<file path="src/rtl/io_sample_fifo_pkg.sv">
// Shared definitions for the pad sampler: register offsets, CTRL/STATUS bit
// positions, the 24-bit FIFO entry layout and a couple of small helpers.
package io_sample_fifo_pkg;

    localparam logic [7:0] REG_CTRL   = 8'h00;
    localparam logic [7:0] REG_DIV    = 8'h04;
    localparam logic [7:0] REG_STATUS = 8'h08;
    localparam logic [7:0] REG_DATA   = 8'h0C;

    localparam int CTRL_EN     = 0;
    localparam int CTRL_MODE   = 1;
    localparam int CTRL_IRQ_EN = 2;
    localparam int CTRL_LSB_LO = 8;
    localparam int CTRL_LSB_HI = 13;
    localparam int CTRL_FLUSH  = 31;

    localparam int STATUS_EMPTY = 8;
    localparam int STATUS_FULL  = 9;
    localparam int STATUS_OVF   = 10;

    localparam int SAMPLE_W = 8;
    localparam int TS_W     = 16;
    localparam int ENTRY_W  = TS_W + SAMPLE_W;
    localparam int IO_W     = 38;

    // Highest slice origin that still keeps sync[lsb+7] inside the 38 pads.
    localparam logic [5:0] LSB_MAX = 6'd30;

    typedef struct packed {
        logic [TS_W-1:0]     ts;
        logic [SAMPLE_W-1:0] sample;
    } entry_t;

    typedef struct packed {
        logic       irq_en;
        logic       mode;
        logic       en;
        logic [5:0] lsb;
    } ctrl_t;

    typedef enum logic [2:0] {
        SEL_CTRL,
        SEL_DIV,
        SEL_STATUS,
        SEL_DATA,
        SEL_NONE
    } reg_sel_t;

    function automatic reg_sel_t decode_reg(input logic [7:0] offset);
        case (offset)
            REG_CTRL:   return SEL_CTRL;
            REG_DIV:    return SEL_DIV;
            REG_STATUS: return SEL_STATUS;
            REG_DATA:   return SEL_DATA;
            default:    return SEL_NONE;
        endcase
    endfunction

    function automatic logic [5:0] clamp_lsb(input logic [5:0] value);
        return (value > LSB_MAX) ? LSB_MAX : value;
    endfunction

    function automatic logic [31:0] pack_ctrl(input ctrl_t c);
        logic [31:0] word;
        word                          = '0;
        word[CTRL_EN]                 = c.en;
        word[CTRL_MODE]               = c.mode;
        word[CTRL_IRQ_EN]             = c.irq_en;
        word[CTRL_LSB_HI:CTRL_LSB_LO] = c.lsb;
        return word;
    endfunction

endpackage

</file>
<file path="src/rtl/io_sample_fifo_fifo.sv">
// Single-clock FIFO with flush, sticky-free overflow strobe and occupancy count.
// Pointers carry one extra bit so full and empty are distinguishable.
module sync_fifo #(
    parameter int WIDTH      = 24,
    parameter int DEPTH_LOG2 = 4
) (
    input  logic                  clk,
    input  logic                  srst,
    input  logic                  push,
    input  logic [WIDTH-1:0]      push_data,
    input  logic                  pop,
    input  logic                  flush,
    output logic [WIDTH-1:0]      head_data,
    output logic                  full,
    output logic                  empty,
    output logic [DEPTH_LOG2:0]   count,
    output logic                  overflow
);

    localparam int DEPTH = 1 << DEPTH_LOG2;

    logic [WIDTH-1:0]    mem_reg [DEPTH];
    logic [DEPTH_LOG2:0] wr_ptr_reg;
    logic [DEPTH_LOG2:0] rd_ptr_reg;
    logic                do_push;
    logic                do_pop;

    assign empty = (wr_ptr_reg == rd_ptr_reg);
    assign full  = (wr_ptr_reg[DEPTH_LOG2] != rd_ptr_reg[DEPTH_LOG2]) &&
                   (wr_ptr_reg[DEPTH_LOG2-1:0] == rd_ptr_reg[DEPTH_LOG2-1:0]);
    assign count = wr_ptr_reg - rd_ptr_reg;

    // A pop on a full FIFO frees the slot the simultaneous push lands in.
    assign do_pop   = pop & ~empty;
    assign do_push  = push & (~full | do_pop);
    assign overflow = push & full & ~do_pop & ~flush;

    assign head_data = mem_reg[rd_ptr_reg[DEPTH_LOG2-1:0]];

    always_ff @(posedge clk) begin
        if (srst) begin
            wr_ptr_reg <= '0;
            rd_ptr_reg <= '0;
        end else if (flush) begin
            wr_ptr_reg <= '0;
            rd_ptr_reg <= '0;
        end else begin
            if (do_push) wr_ptr_reg <= wr_ptr_reg + 1'b1;
            if (do_pop)  rd_ptr_reg <= rd_ptr_reg + 1'b1;
        end
    end

    always_ff @(posedge clk) begin
        if (do_push && !flush) begin
            mem_reg[wr_ptr_reg[DEPTH_LOG2-1:0]] <= push_data;
        end
    end

endmodule

</file>
<file path="src/rtl/io_sample_fifo.sv">
// Wishbone-mapped pad sampler: synchronises io_in, captures an 8-bit slice
// periodically or on change with a timestamp, and queues it for firmware.
module io_sample_fifo
    import io_sample_fifo_pkg::*;
#(
    parameter logic [31:0] address_base = 32'h30000500,
    parameter int          depth_log2   = 4
) (
    input  logic            wb_clk_i,
    input  logic            wb_rst_i,
    input  logic            wbs_stb_i,
    input  logic            wbs_cyc_i,
    input  logic            wbs_we_i,
    input  logic [3:0]      wbs_sel_i,
    input  logic [31:0]     wbs_dat_i,
    input  logic [31:0]     wbs_adr_i,
    output logic            wbs_ack_o,
    output logic [31:0]     wbs_dat_o,
    input  logic [IO_W-1:0] io_in,
    output logic            sample_irq
);

    logic [IO_W-1:0]     sync1_reg;
    logic [IO_W-1:0]     sync2_reg;
    logic [TS_W-1:0]     ts_reg;
    logic [15:0]         div_reg;
    logic [15:0]         div_cnt_reg;
    ctrl_t               ctrl_reg;
    ctrl_t               ctrl_next;
    logic [SAMPLE_W-1:0] last_reg;
    logic                overflow_reg;
    logic                ack_reg;
    logic [31:0]         dat_reg;
    logic [31:0]         dat_next;
    logic                irq_reg;

    logic                in_window;
    reg_sel_t            reg_sel;
    logic                req;
    logic                wr_ok;
    logic                ctrl_wr;
    logic                div_wr;
    logic                status_wr;
    logic                fifo_flush;
    logic                ovf_clr;
    logic                fifo_pop;
    logic                en_rise;

    logic [63:0]         sync_pad;
    logic [SAMPLE_W-1:0] slice_cur;
    logic [SAMPLE_W-1:0] slice_new;
    logic [5:0]          lsb_new;
    logic [15:0]         div_eff;
    logic                div_hit;
    logic                push_req;
    entry_t              push_entry;

    logic [ENTRY_W-1:0]  head_entry;
    logic                fifo_full;
    logic                fifo_empty;
    logic [depth_log2:0] fifo_count;
    logic                fifo_overflow;
    logic [31:0]         status_word;
    logic [31:0]         rdata;
    logic                unused_dat;

    assign unused_dat = ^wbs_dat_i[30:16];

    // ---------------- Wishbone decode ----------------
    assign in_window = (wbs_adr_i[31:8] == address_base[31:8]);
    assign reg_sel   = decode_reg(wbs_adr_i[7:0]);
    assign req       = wbs_cyc_i & wbs_stb_i & in_window & ~ack_reg;
    assign wr_ok     = req & wbs_we_i & (wbs_sel_i == 4'hF);
    assign ctrl_wr   = wr_ok & (reg_sel == SEL_CTRL);
    assign div_wr    = wr_ok & (reg_sel == SEL_DIV);
    assign status_wr = wr_ok & (reg_sel == SEL_STATUS);
    assign fifo_flush = ctrl_wr & wbs_dat_i[CTRL_FLUSH];
    assign ovf_clr    = status_wr & wbs_dat_i[STATUS_OVF];
    assign fifo_pop   = req & ~wbs_we_i & (reg_sel == SEL_DATA);

    always_comb begin
        ctrl_next = ctrl_reg;
        if (ctrl_wr) begin
            ctrl_next.en     = wbs_dat_i[CTRL_EN];
            ctrl_next.mode   = wbs_dat_i[CTRL_MODE];
            ctrl_next.irq_en = wbs_dat_i[CTRL_IRQ_EN];
            ctrl_next.lsb    = clamp_lsb(wbs_dat_i[CTRL_LSB_HI:CTRL_LSB_LO]);
        end
    end

    assign en_rise = ctrl_next.en & ~ctrl_reg.en;
    assign lsb_new = ctrl_next.lsb;

    // ---------------- Slice selection ----------------
    // The enabling write may move lsb, so 'last' is seeded from the new origin.
    assign sync_pad = {{(64-IO_W){1'b0}}, sync2_reg};

    generate
        for (genvar gi = 0; gi < SAMPLE_W; gi++) begin : g_slice
            assign slice_cur[gi] = sync_pad[ctrl_reg.lsb + 6'(gi)];
            assign slice_new[gi] = sync_pad[lsb_new + 6'(gi)];
        end
    endgenerate

    // ---------------- Capture trigger ----------------
    assign div_eff  = (div_reg == 16'd0) ? 16'd1 : div_reg;
    assign div_hit  = (div_cnt_reg >= div_eff - 16'd1);
    assign push_req = ctrl_reg.en &
                      (ctrl_reg.mode ? (slice_cur != last_reg) : div_hit);

    assign push_entry.ts     = ts_reg;
    assign push_entry.sample = slice_cur;

    sync_fifo #(
        .WIDTH      (ENTRY_W),
        .DEPTH_LOG2 (depth_log2)
    ) u_fifo (
        .clk       (wb_clk_i),
        .srst      (wb_rst_i),
        .push      (push_req),
        .push_data (push_entry),
        .pop       (fifo_pop),
        .flush     (fifo_flush),
        .head_data (head_entry),
        .full      (fifo_full),
        .empty     (fifo_empty),
        .count     (fifo_count),
        .overflow  (fifo_overflow)
    );

    // ---------------- Read mux ----------------
    always_comb begin
        status_word               = '0;
        status_word[4:0]          = 5'(fifo_count);
        status_word[STATUS_EMPTY] = fifo_empty;
        status_word[STATUS_FULL]  = fifo_full;
        status_word[STATUS_OVF]   = overflow_reg;
    end

    always_comb begin
        rdata = '0;
        case (reg_sel)
            SEL_CTRL:   rdata = pack_ctrl(ctrl_reg);
            SEL_DIV:    rdata = {16'd0, div_reg};
            SEL_STATUS: rdata = status_word;
            SEL_DATA:   rdata = fifo_empty ? 32'd0 : {8'd0, head_entry};
            default:    rdata = '0;
        endcase
    end

    assign dat_next = (req && !wbs_we_i) ? rdata : 32'd0;

    // ---------------- State ----------------
    always_ff @(posedge wb_clk_i) begin
        if (wb_rst_i) begin
            sync1_reg    <= '0;
            sync2_reg    <= '0;
            ts_reg       <= '0;
            ctrl_reg     <= '0;
            div_reg      <= '0;
            div_cnt_reg  <= '0;
            last_reg     <= '0;
            overflow_reg <= 1'b0;
            ack_reg      <= 1'b0;
            dat_reg      <= '0;
            irq_reg      <= 1'b0;
        end else begin
            sync1_reg <= io_in;
            sync2_reg <= sync1_reg;
            ts_reg    <= ts_reg + 16'd1;
            ctrl_reg  <= ctrl_next;

            if (div_wr) div_reg <= wbs_dat_i[15:0];

            if (en_rise) begin
                div_cnt_reg <= '0;
            end else if (ctrl_reg.en) begin
                div_cnt_reg <= div_hit ? 16'd0 : div_cnt_reg + 16'd1;
            end

            if (en_rise) begin
                last_reg <= slice_new;
            end else if (push_req) begin
                last_reg <= slice_cur;
            end

            // A new overflow in the clearing cycle keeps the flag set.
            if (fifo_overflow) begin
                overflow_reg <= 1'b1;
            end else if (ovf_clr) begin
                overflow_reg <= 1'b0;
            end

            ack_reg <= req;
            dat_reg <= dat_next;
            irq_reg <= ctrl_reg.irq_en & ~fifo_empty;
        end
    end

    assign wbs_ack_o  = ack_reg;
    assign wbs_dat_o  = dat_reg;
    assign sample_irq = irq_reg;

endmodule

</file>
<file path="config.mk">
export PLATFORM = sky130hd
export DESIGN_NAME = io_sample_fifo
export DESIGN_NICKNAME = d
export VERILOG_FILES = /design/src/rtl/io_sample_fifo_pkg.sv /design/src/rtl/io_sample_fifo_fifo.sv /design/src/rtl/io_sample_fifo.sv
export SDC_FILE = /design/constraint.sdc
export NUM_CORES = 1
export LEC_CHECK = 0
export CAP_MARGIN = 20
export CORE_MARGIN = 2
export CORE_UTILIZATION = 60
export CTS_CLUSTER_SIZE = 30
export DETAILED_ROUTE_END_ITERATION = 7
export PLACE_DENSITY_LB_ADDON = 0.2
export SYNTH_ARGS = -nofsm -noshare
export SYNTH_HDL_FRONTEND = slang
export SYNTH_SLANG_ARGS = --single-unit
export TNS_END_PERCENT = 5
</file>
<file path="constraint.sdc">
create_clock -name wb_clk_i -period 7.62 [get_ports wb_clk_i]
set_clock_uncertainty 0.05 [all_clocks]
set_input_delay 1.905 -clock wb_clk_i [delete_from_list [all_inputs] [get_ports wb_clk_i]]
set_output_delay 1.905 -clock wb_clk_i [all_outputs]
set_load 0.02 [all_outputs]
</file>
run_1/detail.png
Scale bar: 5 um. Region (98, 141) to (118, 161) um. Cells in grey, sequential cells in the stronger grey; small squares are vias.
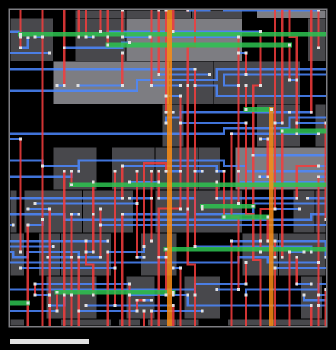
legend:
  metal 3:
    colour: green
  metal 4:
    colour: orange
  metal 2:
    colour: red
  metal 1:
    colour: blue
sequential cells in the window: 3
cells with their middle in the window: 26
most frequent: nand3b_1 (3), nand2_1 (3), dfxtp_1 (3)
netlist names of flops here include: `last_reg` (3)

run_1/io_placement.png
Scale bar: 50 um. Pins as bars across the die edge, other pins in grey.
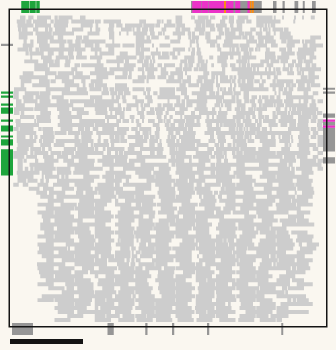
legend:
  `io_in`:
    colour: green
    pins: 38
    direction: input
    edge: 27 west, 11 north
  `wbs_sel_i`:
    colour: orange
    pins: 4
    direction: input
    edge: north
  `wbs_adr_i`:
    colour: magenta
    pins: 32
    direction: input
    edge: 30 north, 2 east

run_1/logic_types.png
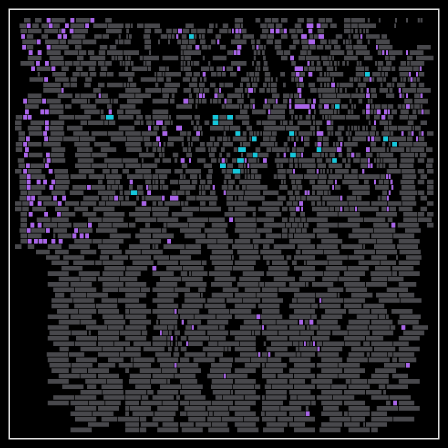
legend:
  NOR gates:
    colour: purple
    cells: 243
    most_used: nor2b_1
  AND-OR and OR-AND gates:
    colour: cyan
    cells: 21
    most_used: a21o_1

run_1/clocks.png
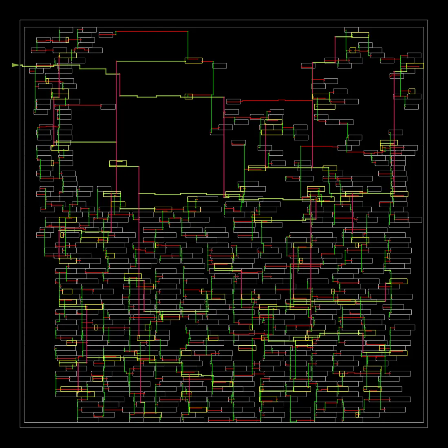
registers: 566
CLK BUF: 80

==> results.toml, run 1 <==
# generated from flow reports
[run_status]
outcome = "finished clean"

[clock_tree]
cts_resized = 0
root_buffer = "clkbuf_16"
clock_latency_ps = 630
clk_pin_slew_worst_paths_ps = 70
htreeDepth = 2
cts_setup_buffers = 0
cts_hold_buffers = 0

[pwr]
power_frac_seq = 0.530
peakVddDrop_mv = 0.173
pwr-share-clk = 0.444
p_sw_frac = 0.202
power_density_nw_per_um2 = 205

[routing]
vias_per_cell = 6.54
drtPass1Iterations = 5
postRouteWirelength_mm = 65.9
vias = 17300
ant_nets = 0

[grt]
antenna_found_initial = 0
grt_pass1_wl_mm = 101
grt_pass1_vias = 16900
grt_overflow = 0

[floorplan]
die_w_um = 216
chipArea_um2 = 46700
boundaryPins = 145
floorplan.core_util = 0.608
rows = 77

[logic_synthesis]
yosys_register_bits = 566
synth-async-reset-ratio = 0
netlist_instances = 1902
ys_cells = 1902
edf_count = 384
synth_top_cell_by_area = "edfxtp_1"
syn_area_um2 = 27000

[worst_setup_path]
crit_start = "wbs_adr_i[3]"
r2r_start = "ctrl_reg[2]"
crit_family = "simple AND/OR/NAND/NOR gates"
critPathKind = "input port to flip-flop"
cp.arrival_ps = 6710
cp_slowest_cell = "ha_1"
worstPathCellList = "clkdlybuf4s50_1 > nor4_1 > nand2_1 > nor4_2 > buf_4 > a2bb2oi_2 > inv_2 > ha_1 > mux4_2 > mux4_2 > nand3_1 > nand3_1 > a22o_1"
max_stage_delay_ps = 960
crit_buf_inv = 3
cp_max_fo = 36
end_kind = "flip-flop"

[finish]
syn_to_final_growth_pct = 13.3
design_area_um2 = 30600
lay_top_count = "edfxtp_1"
largest_reg_flops = 384
diodes = 0
fill_cells = 2991

[min_path]
hp-start = "sync1_reg[30]"

[placed_design]
port_buffers = 121
placement.cell_area_um2 = 28700
hpwl_mm = 40.0

[final_timing]
hold-worst-slack_ps = 381
setup_viol = 0
fin_ws_ps = 1370
rsz0062_at_grt = "no"
slew_headroom = 0.274
fin_crit_sh = 0.820
finalHoldViolations = 0
tns_ps = 0
drv_slew = 0
tightest_slew_ps = 1090

[run]
cap_viol_max_count = 0
warning_count = 56
run 1: through the flow:
step	utilization	cells	total power (uW)
after floorplan	-	1909	3450
after global placement	0.647	2537	3530
after detailed placement	0.647	2539	3540
after CTS	0.689	2642	6280
after global routing	0.689	2643	6410
final	0.689	2643	6250
run 1: cells in the mapped netlist, types with 18 or more instances:
cell type	number
a21oi_1	74
a22oi_1	20
and3_1	24
and4_1	20
clkbuf_1	75
dfxtp_1	182
edfxtp_1	384
ha_1	46
inv_1	30
mux2_2	23
mux2i_1	80
mux4_2	191
nand2_1	127
nand3_1	45
nand4_1	19
nor2_1	92
nor2b_1	103
nor3_1	18
o21ai_0	21
xnor2_1	48
xor2_1	48
run 1: final timing paths:
kind	end	cells after the start
worst max-delay path	last_reg[3]	13
worst max register to register	u_fifo.mem_reg[6][18]	14
worst min-delay path	sync2_reg[30]	1
worst min register to register	sync2_reg[30]	1
run 1: routing by layer:
metal	share of wire	routed length (um)	track usage
met4	0.030	1950	0.0954
met1	0.40	26300	0.395
met3	0.089	5870	0.0531
met2	0.48	31800	0.457
met5	0	0	0
run 1: cells by family after synthesis:
family | Yosys count | synth area share
AND-OR/OR-AND | 202 | 0.0498
XOR/XNOR | 97 | 0.0318
adder cells (fa/ha/maj) | 47 | 0.0221
buffers and inverters | 159 | 0.0272
flip-flops | 566 | 0.563
multiplexers | 299 | 0.201
other | 1 | 0.000139
AND/OR/NAND/NOR | 531 | 0.105
run 1: area by class of cell:
| type | count | area (um^2) | share of cell area |
|---|---|---|---|
| Sequential cell | 566 | 15200 | 0.497 |
| Timing Repair Buffer | 164 | 1530 | 0.0500 |
| Tap cell | 592 | 741 | 0.0242 |
| Multi-Input combinational cell | 1184 | 11100 | 0.363 |
| Inverter | 34 | 128 | 0.00418 |
| Clock buffer | 80 | 1580 | 0.0517 |
| Clock inverter | 23 | 287 | 0.00938 |
run 1: power groups by stage:
stage / clock (uW) / combinational, uW / sequential, uW
global route: 2920 / 178 / 3310
floorplan: 0 / 94.1 / 3350
detailed placement: 0 / 164 / 3380
global placement: 0 / 159 / 3370
CTS: 2810 / 165 / 3310
finish: 2770 / 166 / 3310
==> inputs of run 2 (changes only) <==
- CORE_UTILIZATION: 60 -> 55
- clock period: 7.62 -> 5 ns (I/O delays scaled with it)
run_2/clocks.png
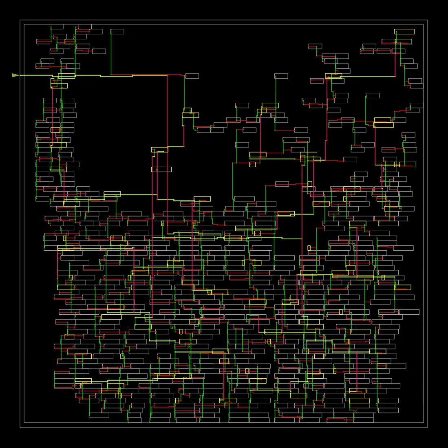
# clock sinks: 566
Worst-Skew Late Latency: 630 ps

==> run 2 against run 1 <==
Against the previous run: synthesized cell count unchanged; synthesized area is the same; global-route usage fell by 1.2 points; setup slack lost 1100 ps; routed wire length up 3.8%; final area is 3.6% higher; die area up 8.9%; largest power group unchanged; via count grew 0.18%; combinational power grew 57%; sequential share of layout area shrank 1.7 points; clock-buffer cell count decreased by 3; clock power is 56% higher.
==> results.toml, run 2 <==
# generated from flow reports
[run_status]
outcome = "finished clean"

[run]
cap_viol_max_count = 0
warning_count = 57

[pwr]
peakVddDrop_mv = 0.252
p_sw_frac = 0.205
power_density_nw_per_um2 = 305
power_frac_seq = 0.524
total_power_uw = 9640
pwr-share-clk = 0.449

[final_timing]
setup_viol = 0
tightest_slew_ps = 1130
rsz0062_at_grt = "no"
tns_ps = 0
hold-worst-slack_ps = 383
fin_ws_ps = 226
drv_slew = 0
fin_crit_sh = 0.955
finalHoldViolations = 0
period_minus_slack_ps = 4770
slew_headroom = 0.247

[logic_synthesis]
edf_count = 384
synthTopCellsByArea = "edfxtp_1 43%, mux4_2 16%, dfxtp_1 14%, mux2i_1 3.0%, nor2b_1 2.4%"
ys_seq_frac = 0.563
synth_top_cell_by_area = "edfxtp_1"
yosys_most_used_dff = "edfxtp_1"
yosys_register_bits = 566
netlist_instances = 1902
most_common_cell = "edfxtp_1"
synth-async-reset-ratio = 0
syn_area_um2 = 27000
ys_top_cells_by_count = "384 x edfxtp_1, 191 x mux4_2, 182 x dfxtp_1"
ys_cells = 1902

[routing]
ant_nets = 0
vias = 17300
postRouteWirelength_mm = 68.4
vias_per_cell = 6.26
drtPass1Iterations = 5

[floorplan]
chipArea_um2 = 50800
boundaryPins = 145
floorplan.core_util = 0.554
rows = 81
die_w_um = 225

[finish]
lay_top_count = "edfxtp_1"
syn_to_final_growth_pct = 17.4
fin_util = 0.651
fin_nets = 2253
largest_reg_flops = 384

[placed_design]
dp_slack_ps = -330
place_congestion = 0.919
hpwl_mm = 42.7
port_buffers = 121

[worst_setup_path]
cp.arrival_ps = 5010
max_stage_delay_ps = 590
startpoint_type = "flip-flop"
crit_buf_inv = 2
crit_family = "simple AND/OR/NAND/NOR gates"
cp_max_fo = 24
critPathKind = "flip-flop to flip-flop"
cp_slowest_cell = "or4_1"
worstPathCellList = "or4_1 > nor2_1 > and3_1 > a21oi_1 > ha_1 > nand2_1 > nor3_1 > xnor2_1 > ha_1 > nand4_1 > a211oi_1 > a21oi_1 > o21ai_0 > buf_4 > o21a_1 > o21ai_1 > nor2_2 > and4_2 > buf_12"
end_kind = "flip-flop"

[clock_tree]
htreeDepth = 2
cts_setup_buffers = 0
clk_pin_slew_worst_paths_ps = 60
root_buffer = "clkbuf_16"
cts_made_buffers = 55

[grt]
grt_overflow = 0
antenna_found_initial = 1
grt_pass1_wl_mm = 103
grt_pass1_vias = 17100
==> run 2: cell counts after synthesis <==
Identical to the previous run, type by type.
==> run 2: layer usage <==
| metal | up-vias | track usage | part of all wire | routed length (um) |
|---|---|---|---|---|
| met2 | 742 | 0.444 | 0.48 | 33100 |
| li1 | 7711 | - | - | - |
| met4 | 0 | 0.0859 | 0.027 | 1840 |
| met1 | 8725 | 0.375 | 0.41 | 28200 |
| met5 | - | 0 | 0 | 0 |
| met3 | 137 | 0.0482 | 0.077 | 5240 |
==> run 2: worst paths after layout <==
path / from / endpoint / slack, ps / depth (start not counted)
worst max-delay path: div_reg[11] / u_fifo.mem_reg[3][2] / 230 / 19
worst min-delay path: sync1_reg[24] / sync2_reg[24] / 380 / 1
worst max register to register: div_reg[11] / u_fifo.mem_reg[3][2] / 230 / 19
worst min register to register: sync1_reg[24] / sync2_reg[24] / 380 / 1
==> run 2: through the flow <==
| stage | cell area (um^2) | std cells |
|---|---|---|
| global placement | 29700 | 2660 |
| global route | 31600 | 2763 |
| finish | 31600 | 2764 |
| CTS | 31600 | 2763 |
| detailed placement | 29700 | 2660 |
| floorplan | 27000 | 1909 |
==> run 2: worst reg2reg max path, cell delays in order, from the launching register on <==
cell and delay [ps]:
dfxtp_1 390, or4_1 600, nor2_1 110, and3_1 180, a21oi_1 100, ha_1 260, nand2_1 120, nor3_1 60
xnor2_1 120, ha_1 270, nand4_1 130, a211oi_1 250, a21oi_1 100, o21ai_0 180, buf_4 170, o21a_1 170
o21ai_1 120, nor2_2 430, and4_2 350, buf_12 250
==> run 2: what timing repair did <==
item | CTS | global route
gates resized | 1 | 1
setup endpoints to repair | 7 | 1
hold buffers | 0 | 0
hold endpoints to repair | 0 | 0
pin swaps | 0 | 0
==> run 2: logic make-up after synthesis <==
kind of cell    count (synthesis)  share of synthesized area
mux                           299                      0.201
simple gates                  531                      0.105
flops                         566                      0.563
compound gates                202                     0.0498
fa+ha+maj                      47                     0.0221
buf+inv                       159                     0.0272
other cells                     1                   0.000139
xor+xnor                       97                     0.0318
==> run 2: power by group through the flow <==
stage	sequential [uW]	combinational [uW]	clock [uW]
after floorplan	5110	144	0
after global placement	5140	253	0
after detailed placement	5150	258	0
after CTS	5040	259	4400
after global routing	5050	281	4560
final	5050	261	4330
==> run 2: layout make-up <==
class                      count  area, um^2
fill                        3543       17000
sequential                   566       15200
multi-input combinational   1184       11100
timing repair buffer         254        2490
clock buffer                  77        1570
tap                          622         778
clock inverter                26         354
inverter                      34         128
antenna                        1        2.50
Power and IR drop assume default switching activity.
